Figure 1. The metal 1 layer.
Scale: 4 px per um. Supply wires on this layer in gray.
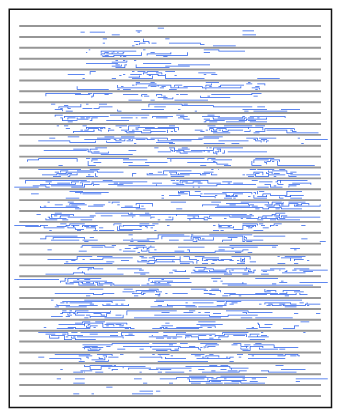
Figure 2. M2 wires.
Scale: 3 px per um. Cells faint in the background.
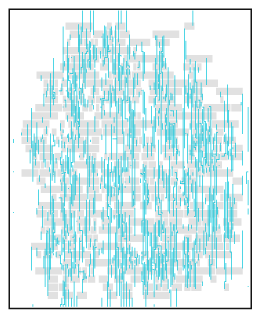
Figure 3. Signal wires on met3.
Scale: 4 px per um.
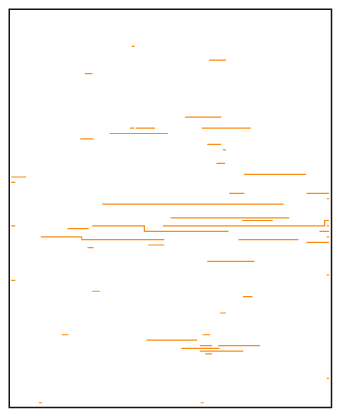
Figure 4. Metal 4.
Scale: 4 px per um. Supply wires on this layer in gray.
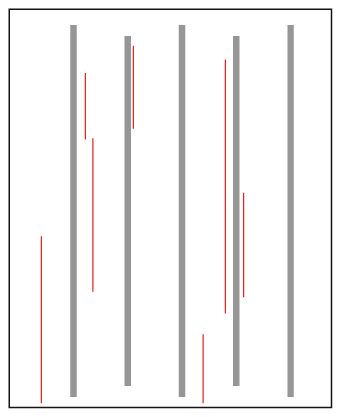
`src/rtl/quality_inspect_pkg.sv`:
```
// Shared encodings for the quality inspection controller: channel verdict
// states, protocol states, protocol output codes and a small popcount helper.
package quality_inspect_pkg;

  // Channel state doubles as the E verdict code for that channel.
  typedef enum logic [1:0] {
    CH_IDLE    = 2'b00,
    CH_INSPECT = 2'b01,
    CH_PASS    = 2'b10,
    CH_REJECT  = 2'b11
  } ch_state_e;

  // Protocol FSM states.
  typedef enum logic [1:0] {
    PR_RUN  = 2'b00,
    PR_WARN = 2'b01,
    PR_STOP = 2'b10
  } prot_state_e;

  // Protocol output codes on Y.
  localparam logic [1:0] Y_RUN     = 2'b00;
  localparam logic [1:0] Y_WARN    = 2'b01;
  localparam logic [1:0] Y_STOP    = 2'b10;
  localparam logic [1:0] Y_RESTART = 2'b11;

  // Width of the per-channel hold and fail counters (limits are at most 15).
  localparam int CTR_W = 4;

  // Number of set bits in an 8-bit vector (channels never exceed 8).
  function automatic logic [3:0] popcount8(input logic [7:0] v);
    logic [3:0] n;
    n = 4'd0;
    for (int i = 0; i < 8; i++) begin
      n = n + {3'b000, v[i]};
    end
    return n;
  endfunction

endpackage

```
`src/rtl/quality_inspect_ctrl_inspect_channel.sv`:
```
// One inspection channel: IDLE/INSPECT/PASS/REJECT Moore FSM with its verdict
// hold counter and its saturating consecutive-reject counter.
module inspect_channel
  import quality_inspect_pkg::*;
#(
  parameter int FAIL_LIMIT  = 3,
  parameter int HOLD_CYCLES = 4
) (
  input  logic             clk,
  input  logic             rst_n,
  input  logic             ena,
  input  logic             start_ok,   // line running and reset release settled
  input  logic             prod,
  input  logic             ri,
  input  logic             fail_clr,   // operator restart acknowledged this edge
  output logic [1:0]       state,
  output logic             enter_pass,
  output logic             enter_rej,
  output logic [CTR_W-1:0] fail_cnt
);

  ch_state_e        state_q, state_d;
  logic [CTR_W-1:0] hold_q, hold_d;
  logic [CTR_W-1:0] fail_q, fail_d;

  // State, hold and fail registers with asynchronous reset.
  always_ff @(posedge clk or negedge rst_n) begin
    if (!rst_n) begin
      state_q <= CH_IDLE;
      hold_q  <= {CTR_W{1'b0}};
      fail_q  <= {CTR_W{1'b0}};
    end else begin
      state_q <= state_d;
      hold_q  <= hold_d;
      fail_q  <= fail_d;
    end
  end

  // Next state: hold_q counts the verdict cycles still to go after this one.
  always_comb begin
    state_d = state_q;
    hold_d  = hold_q;
    if (ena) begin
      case (state_q)
        CH_IDLE: begin
          if (prod && start_ok) begin
            state_d = CH_INSPECT;
          end else begin
            state_d = CH_IDLE;
          end
        end
        CH_INSPECT: begin
          hold_d = CTR_W'(HOLD_CYCLES - 1);
          if (ri) begin
            state_d = CH_PASS;
          end else begin
            state_d = CH_REJECT;
          end
        end
        CH_PASS, CH_REJECT: begin
          if (hold_q == {CTR_W{1'b0}}) begin
            state_d = CH_IDLE;
          end else begin
            hold_d = hold_q - {{(CTR_W-1){1'b0}}, 1'b1};
          end
        end
        default: begin
          state_d = CH_IDLE;
          hold_d  = {CTR_W{1'b0}};
        end
      endcase
    end else begin
      state_d = state_q;
      hold_d  = hold_q;
    end
  end

  // Outputs: verdict code and one-cycle entry strobes for the statistics.
  always_comb begin
    state      = state_q;
    enter_pass = ena && (state_q == CH_INSPECT) && ri;
    enter_rej  = ena && (state_q == CH_INSPECT) && !ri;
  end

  // Consecutive-reject counter; an operator restart clears it over any entry.
  always_comb begin
    fail_d = fail_q;
    if (!ena) begin
      fail_d = fail_q;
    end else if (fail_clr) begin
      fail_d = {CTR_W{1'b0}};
    end else if (enter_rej) begin
      if (fail_q == CTR_W'(FAIL_LIMIT)) begin
        fail_d = fail_q;
      end else begin
        fail_d = fail_q + {{(CTR_W-1){1'b0}}, 1'b1};
      end
    end else if (enter_pass) begin
      fail_d = {CTR_W{1'b0}};
    end else begin
      fail_d = fail_q;
    end
  end

  assign fail_cnt = fail_q;

endmodule

```
`src/rtl/quality_inspect_ctrl.sv`:
```
// Quality inspection controller: N_CH inspection channels, a RUN/WARN/STOP
// line protocol FSM and saturating pass/reject statistics.
module quality_inspect_ctrl
  import quality_inspect_pkg::*;
#(
  parameter int N_CH        = 4,
  parameter int FAIL_LIMIT  = 3,
  parameter int HOLD_CYCLES = 4,
  parameter int CNT_W       = 8
) (
  input  logic              clk,
  input  logic              rst_n,
  input  logic              ena,
  input  logic [N_CH-1:0]   prod,
  input  logic [N_CH-1:0]   ri,
  input  logic              clr_alarm,
  input  logic              cnt_clr,
  output logic [2*N_CH-1:0] E,
  output logic [1:0]        Y,
  output logic              line_stop,
  output logic [CNT_W-1:0]  pass_cnt,
  output logic [CNT_W-1:0]  rej_cnt
);

  localparam logic [CNT_W-1:0] CNT_MAX = {CNT_W{1'b1}};

  prot_state_e             prot_q, prot_d;
  logic                    armed_q, armed_d;
  logic [CNT_W-1:0]        pass_q, pass_d;
  logic [CNT_W-1:0]        rej_q, rej_d;
  logic [N_CH-1:0][1:0]    ch_state_s;
  logic [N_CH-1:0][CTR_W-1:0] ch_fail_s;
  logic [N_CH-1:0]         ent_pass_s, ent_rej_s;
  logic                    stopped_s, start_ok_s, fail_clr_s;
  logic                    limit_hit_s, any_fail_s;
  logic [7:0]              ent_pass8_s, ent_rej8_s;
  logic [CNT_W+3:0]        pass_sum_s, rej_sum_s;

  assign stopped_s  = (prot_q == PR_STOP);
  // armed_q keeps the first edge after reset release from starting an inspection.
  assign start_ok_s = armed_q && !stopped_s;
  assign fail_clr_s = ena && stopped_s && clr_alarm;

  genvar g;
  generate
    for (g = 0; g < N_CH; g++) begin : g_ch
      inspect_channel #(
        .FAIL_LIMIT (FAIL_LIMIT),
        .HOLD_CYCLES(HOLD_CYCLES)
      ) u_ch (
        .clk       (clk),
        .rst_n     (rst_n),
        .ena       (ena),
        .start_ok  (start_ok_s),
        .prod      (prod[g]),
        .ri        (ri[g]),
        .fail_clr  (fail_clr_s),
        .state     (ch_state_s[g]),
        .enter_pass(ent_pass_s[g]),
        .enter_rej (ent_rej_s[g]),
        .fail_cnt  (ch_fail_s[g])
      );
    end
  endgenerate

  // Reduce the registered fail counters to the two protocol conditions.
  always_comb begin
    limit_hit_s = 1'b0;
    any_fail_s  = 1'b0;
    for (int i = 0; i < N_CH; i++) begin
      if (ch_fail_s[i] == CTR_W'(FAIL_LIMIT)) begin
        limit_hit_s = 1'b1;
      end else begin
        limit_hit_s = limit_hit_s;
      end
      if (ch_fail_s[i] != {CTR_W{1'b0}}) begin
        any_fail_s = 1'b1;
      end else begin
        any_fail_s = any_fail_s;
      end
    end
  end

  // Protocol, arming and statistics registers with asynchronous reset.
  always_ff @(posedge clk or negedge rst_n) begin
    if (!rst_n) begin
      prot_q  <= PR_RUN;
      armed_q <= 1'b0;
      pass_q  <= {CNT_W{1'b0}};
      rej_q   <= {CNT_W{1'b0}};
    end else begin
      prot_q  <= prot_d;
      armed_q <= armed_d;
      pass_q  <= pass_d;
      rej_q   <= rej_d;
    end
  end

  // Protocol next state; everything freezes while ena is low.
  always_comb begin
    prot_d  = prot_q;
    armed_d = armed_q;
    if (ena) begin
      armed_d = 1'b1;
      case (prot_q)
        PR_RUN: begin
          if (limit_hit_s) begin
            prot_d = PR_STOP;
          end else if (any_fail_s) begin
            prot_d = PR_WARN;
          end else begin
            prot_d = PR_RUN;
          end
        end
        PR_WARN: begin
          if (limit_hit_s) begin
            prot_d = PR_STOP;
          end else if (!any_fail_s) begin
            prot_d = PR_RUN;
          end else begin
            prot_d = PR_WARN;
          end
        end
        PR_STOP: begin
          if (clr_alarm) begin
            prot_d = PR_RUN;
          end else begin
            prot_d = PR_STOP;
          end
        end
        default: prot_d = PR_RUN;
      endcase
    end else begin
      prot_d  = prot_q;
      armed_d = armed_q;
    end
  end

  // Mealy protocol outputs and gated verdict codes.
  always_comb begin
    Y         = Y_RUN;
    line_stop = 1'b0;
    E         = {(2*N_CH){1'b0}};
    if (ena) begin
      line_stop = stopped_s;
      for (int i = 0; i < N_CH; i++) begin
        E[2*i +: 2] = ch_state_s[i];
      end
      case (prot_q)
        PR_RUN:  Y = limit_hit_s ? Y_STOP : Y_RUN;
        PR_WARN: Y = limit_hit_s ? Y_STOP : Y_WARN;
        PR_STOP: Y = clr_alarm ? Y_RESTART : Y_STOP;
        default: Y = Y_RUN;
      endcase
    end else begin
      Y         = Y_RUN;
      line_stop = 1'b0;
      E         = {(2*N_CH){1'b0}};
    end
  end

  // Saturating statistics; a clear beats a same-edge increment.
  always_comb begin
    ent_pass8_s = 8'h00;
    ent_rej8_s  = 8'h00;
    for (int i = 0; i < N_CH; i++) begin
      ent_pass8_s[i] = ent_pass_s[i];
      ent_rej8_s[i]  = ent_rej_s[i];
    end
    pass_sum_s = (CNT_W+4)'(pass_q) + (CNT_W+4)'(popcount8(ent_pass8_s));
    rej_sum_s  = (CNT_W+4)'(rej_q) + (CNT_W+4)'(popcount8(ent_rej8_s));
    pass_d = pass_q;
    rej_d  = rej_q;
    if (!ena) begin
      pass_d = pass_q;
      rej_d  = rej_q;
    end else if (cnt_clr) begin
      pass_d = {CNT_W{1'b0}};
      rej_d  = {CNT_W{1'b0}};
    end else begin
      if (pass_sum_s > (CNT_W+4)'(CNT_MAX)) begin
        pass_d = CNT_MAX;
      end else begin
        pass_d = pass_sum_s[CNT_W-1:0];
      end
      if (rej_sum_s > (CNT_W+4)'(CNT_MAX)) begin
        rej_d = CNT_MAX;
      end else begin
        rej_d = rej_sum_s[CNT_W-1:0];
      end
    end
  end

  assign pass_cnt = pass_q;
  assign rej_cnt  = rej_q;

endmodule

```
`config.mk`:
```
export PLATFORM = sky130hd
export DESIGN_NAME = quality_inspect_ctrl
export DESIGN_NICKNAME = d
export VERILOG_FILES = /design/src/rtl/quality_inspect_pkg.sv /design/src/rtl/quality_inspect_ctrl_inspect_channel.sv /design/src/rtl/quality_inspect_ctrl.sv
export SDC_FILE = /design/constraint.sdc
export NUM_CORES = 1
export LEC_CHECK = 0
export CORE_ASPECT_RATIO = 1.25
export CORE_MARGIN = 2
export CORE_UTILIZATION = 50
export DETAILED_ROUTE_END_ITERATION = 7
export MAX_ROUTING_LAYER = met4
export PLACE_DENSITY = 0.8
export SYNTH_ARGS = -nofsm -noshare
export SYNTH_HDL_FRONTEND = slang
export SYNTH_SLANG_ARGS = --single-unit
```
`constraint.sdc`:
```
create_clock -name clk -period 3.46 [get_ports clk]
set_input_delay 0.692 -clock clk [delete_from_list [all_inputs] [get_ports clk]]
set_output_delay 0.692 -clock clk [all_outputs]
set_load 0.02 [all_outputs]
```
==> results_slide.txt <==
Implementation Results

Global routing
  • Remaining Overflow, GRT: 0
  • Met2 Use GR: 37.7%
  • Initial antenna violation count: 1
  • M3 GR Usage: 3.36%
  • GRT Max-Usage Layer: met2
  • Total Routing Usage GR: 24.2%
  • Vias in the first global route: 3158
  • First-pass GRT wire length: 14800 um

Placed design
  • Estimated wirelength of the detail-placed design: 6140 um
  • Worst slack, placed: -0.205 ns
  • Placement Cell Area: 0.00416 mm^2
  • RePlAce Congestion: 0.822

Routing
  • Detailed Route Iter0 Violations: 174
  • # DRC: 0
  • WL/cell: 15.5 um
  • WL met2: 4210 um
  • Met3 WL: 373 um
  • Detail Route Antenna Nets: 0
  • Vias per Instance: 5.82

CTS
  • CTS Sinks: 59
  • Cts hold-fix bufs: 0
  • Clock Pin Slew Worst Setup and Hold Paths: 0.07 ns
  • Post-CTS Setup Bufs: 0
  • Num CTS Buffers: 9
  • Max Root-Sink Buffers: 2
  • CTS tree: built
  • Post_cts resized: 0
  • Clock root buffer: clkbuf_8

Final timing
  • RSZ-0062 raised after global routing: false
  • Worst-case clock skew: 0.0133 ns
  • Tmin final: 3.26 ns
  • Final Max Slew Viols: 0
  • Fmax: 0.307 GHz
  • Worst-margin pin slew: 0.901 ns
  • Final worst setup slack: 0.200 ns
  • Fin Hold WS: 0.250 ns
  • Setup_tns: 0 ns
  • Final setup fails: 0

Pwr
  • Power of the combinational group: 961 uW
  • Power Density: 635 mW/mm^2
  • Clock share of power: 25.9%
  • Worst vdd ir: 0.000355 V
  • Part of the power in registers: 39.8%
  • Sw Ratio: 36.6%
  • Comb power frac: 34.4%
  • P_sw: 1.02 mW
  • Sequential Power: 1.11 mW
  • Internal Power: 1.77 mW

Logic synthesis
  • Syn nets: 426
  • Distinct lib cells: 58
  • Adder-cell share of the synthesized area: 7.94%
  • Syn Inst Count: 393
  • Avg Inst Size Synth: 9.23 um^2
  • Largest logic family: simple AND/OR/NAND/NOR gates
  • Post-synth ARST share: 100%
  • Chip area line of the yosys report: 0.00363 mm^2
  • Top post-synthesis cells by count: dfrtp_1, nand2_1, a21oi_1, inv_1, nor2_1
  • Flip-flops with a built-in enable: 0
  • Synth top area share: 40.7%
  • Cell area leaders: dfrtp_1, ha_1, a21oi_1
  • Cell type with the largest total area: dfrtp_1
  • AND-OR/OR-AND share of the synthesized area: 18.1%
  • Most used DFF post-synth: dfrtp_1
  • Synth Register Bits: 59
  • Synthesis Warnings: 0
  • Yosys Instances: 393

Setup path
  • Critical path class: primary input to flop
  • Worst reg-to-reg path cell count: 11
  • WP data required: 3.70 ns
  • Critical R2R Capture: rej_cnt[5]
  • Startpoint Class: primary input
  • FF-to-FF Start: g_ch[0].u_ch.state[1]
  • Crit path to: pass_cnt[6]
  • R2R setup slack: 0.58 ns
  • Setup crit end kind: flop

Layout
  • Finished Layout Cells: 545
  • Most instantiated logic cell after routing: dfrtp_1
  • P&R area growth vs syn: 21.4%
  • Final Util: 63.1%
  • Post-route cell area: 0.00440 mm^2
  • Share of cells above drive strength 1: 11.7%

Job
  • Total of max-cap violations: 0
  • Log Warnings: 30

Floorplanning
  • Site Rows: 34
  • Placeable core area: 0.00698 mm^2
  • Die Height: 99.2 um
  • Die Width: 80.2 um

Status
  • Status: complete, no violations
About Figure 1:
- wire length on this layer: 3630 um
- nets with wire on the layer: 440
- main direction: horizontal
- longest straight run: 36.3 um
- share of all routed wire: 43%
GRT met1 Usage: 31.2%
WL final: 8440 um
detailed-route via count: 3170

About Figure 2:
- longest straight run: 39.8 um
- main direction: vertical
- wire length on this layer: 4210 um
- share of all routed wire: 50%
- nets with wire on the layer: 414

About Figure 3:
- wire length on this layer: 374 um
- main direction: horizontal
- longest straight run: 45.1 um

About Figure 4:
- wire length on this layer: 222 um
- share of all routed wire: 2.6%
- longest straight run: 63.2 um
- main direction: vertical

sequential cells by signal, summed over array words and instances, names as in the netlist:
signal and count:
armed_q 1, g_ch.u_ch.fail_cnt 16, g_ch.u_ch.hold_q 16, g_ch.u_ch.state 8, pass_cnt 8, prot_q 2
rej_cnt 8
worst max-delay path, cell delays in order:
cell	delay, ns
clkdlybuf4s50_1	0.52
inv_1	0.06
or2_2	0.31
fa_1	0.50
fa_1	0.46
inv_1	0.08
fa_1	0.19
nand4_1	0.14
buf_4	0.18
nor3_1	0.14
o21ai_0	0.09
o21a_1	0.13
layout make-up:
cell class / instances / area [um^2]
multi-input combinational: 291 / 1950
clock inverter: 5 / 75.1
tap: 90 / 113
antenna: 1 / 2.50
inverter: 32 / 120
clock buffer: 11 / 151
fill: 592 / 2570
timing repair buffer: 56 / 510
sequential: 59 / 1480
Power and IR drop assume default switching activity.
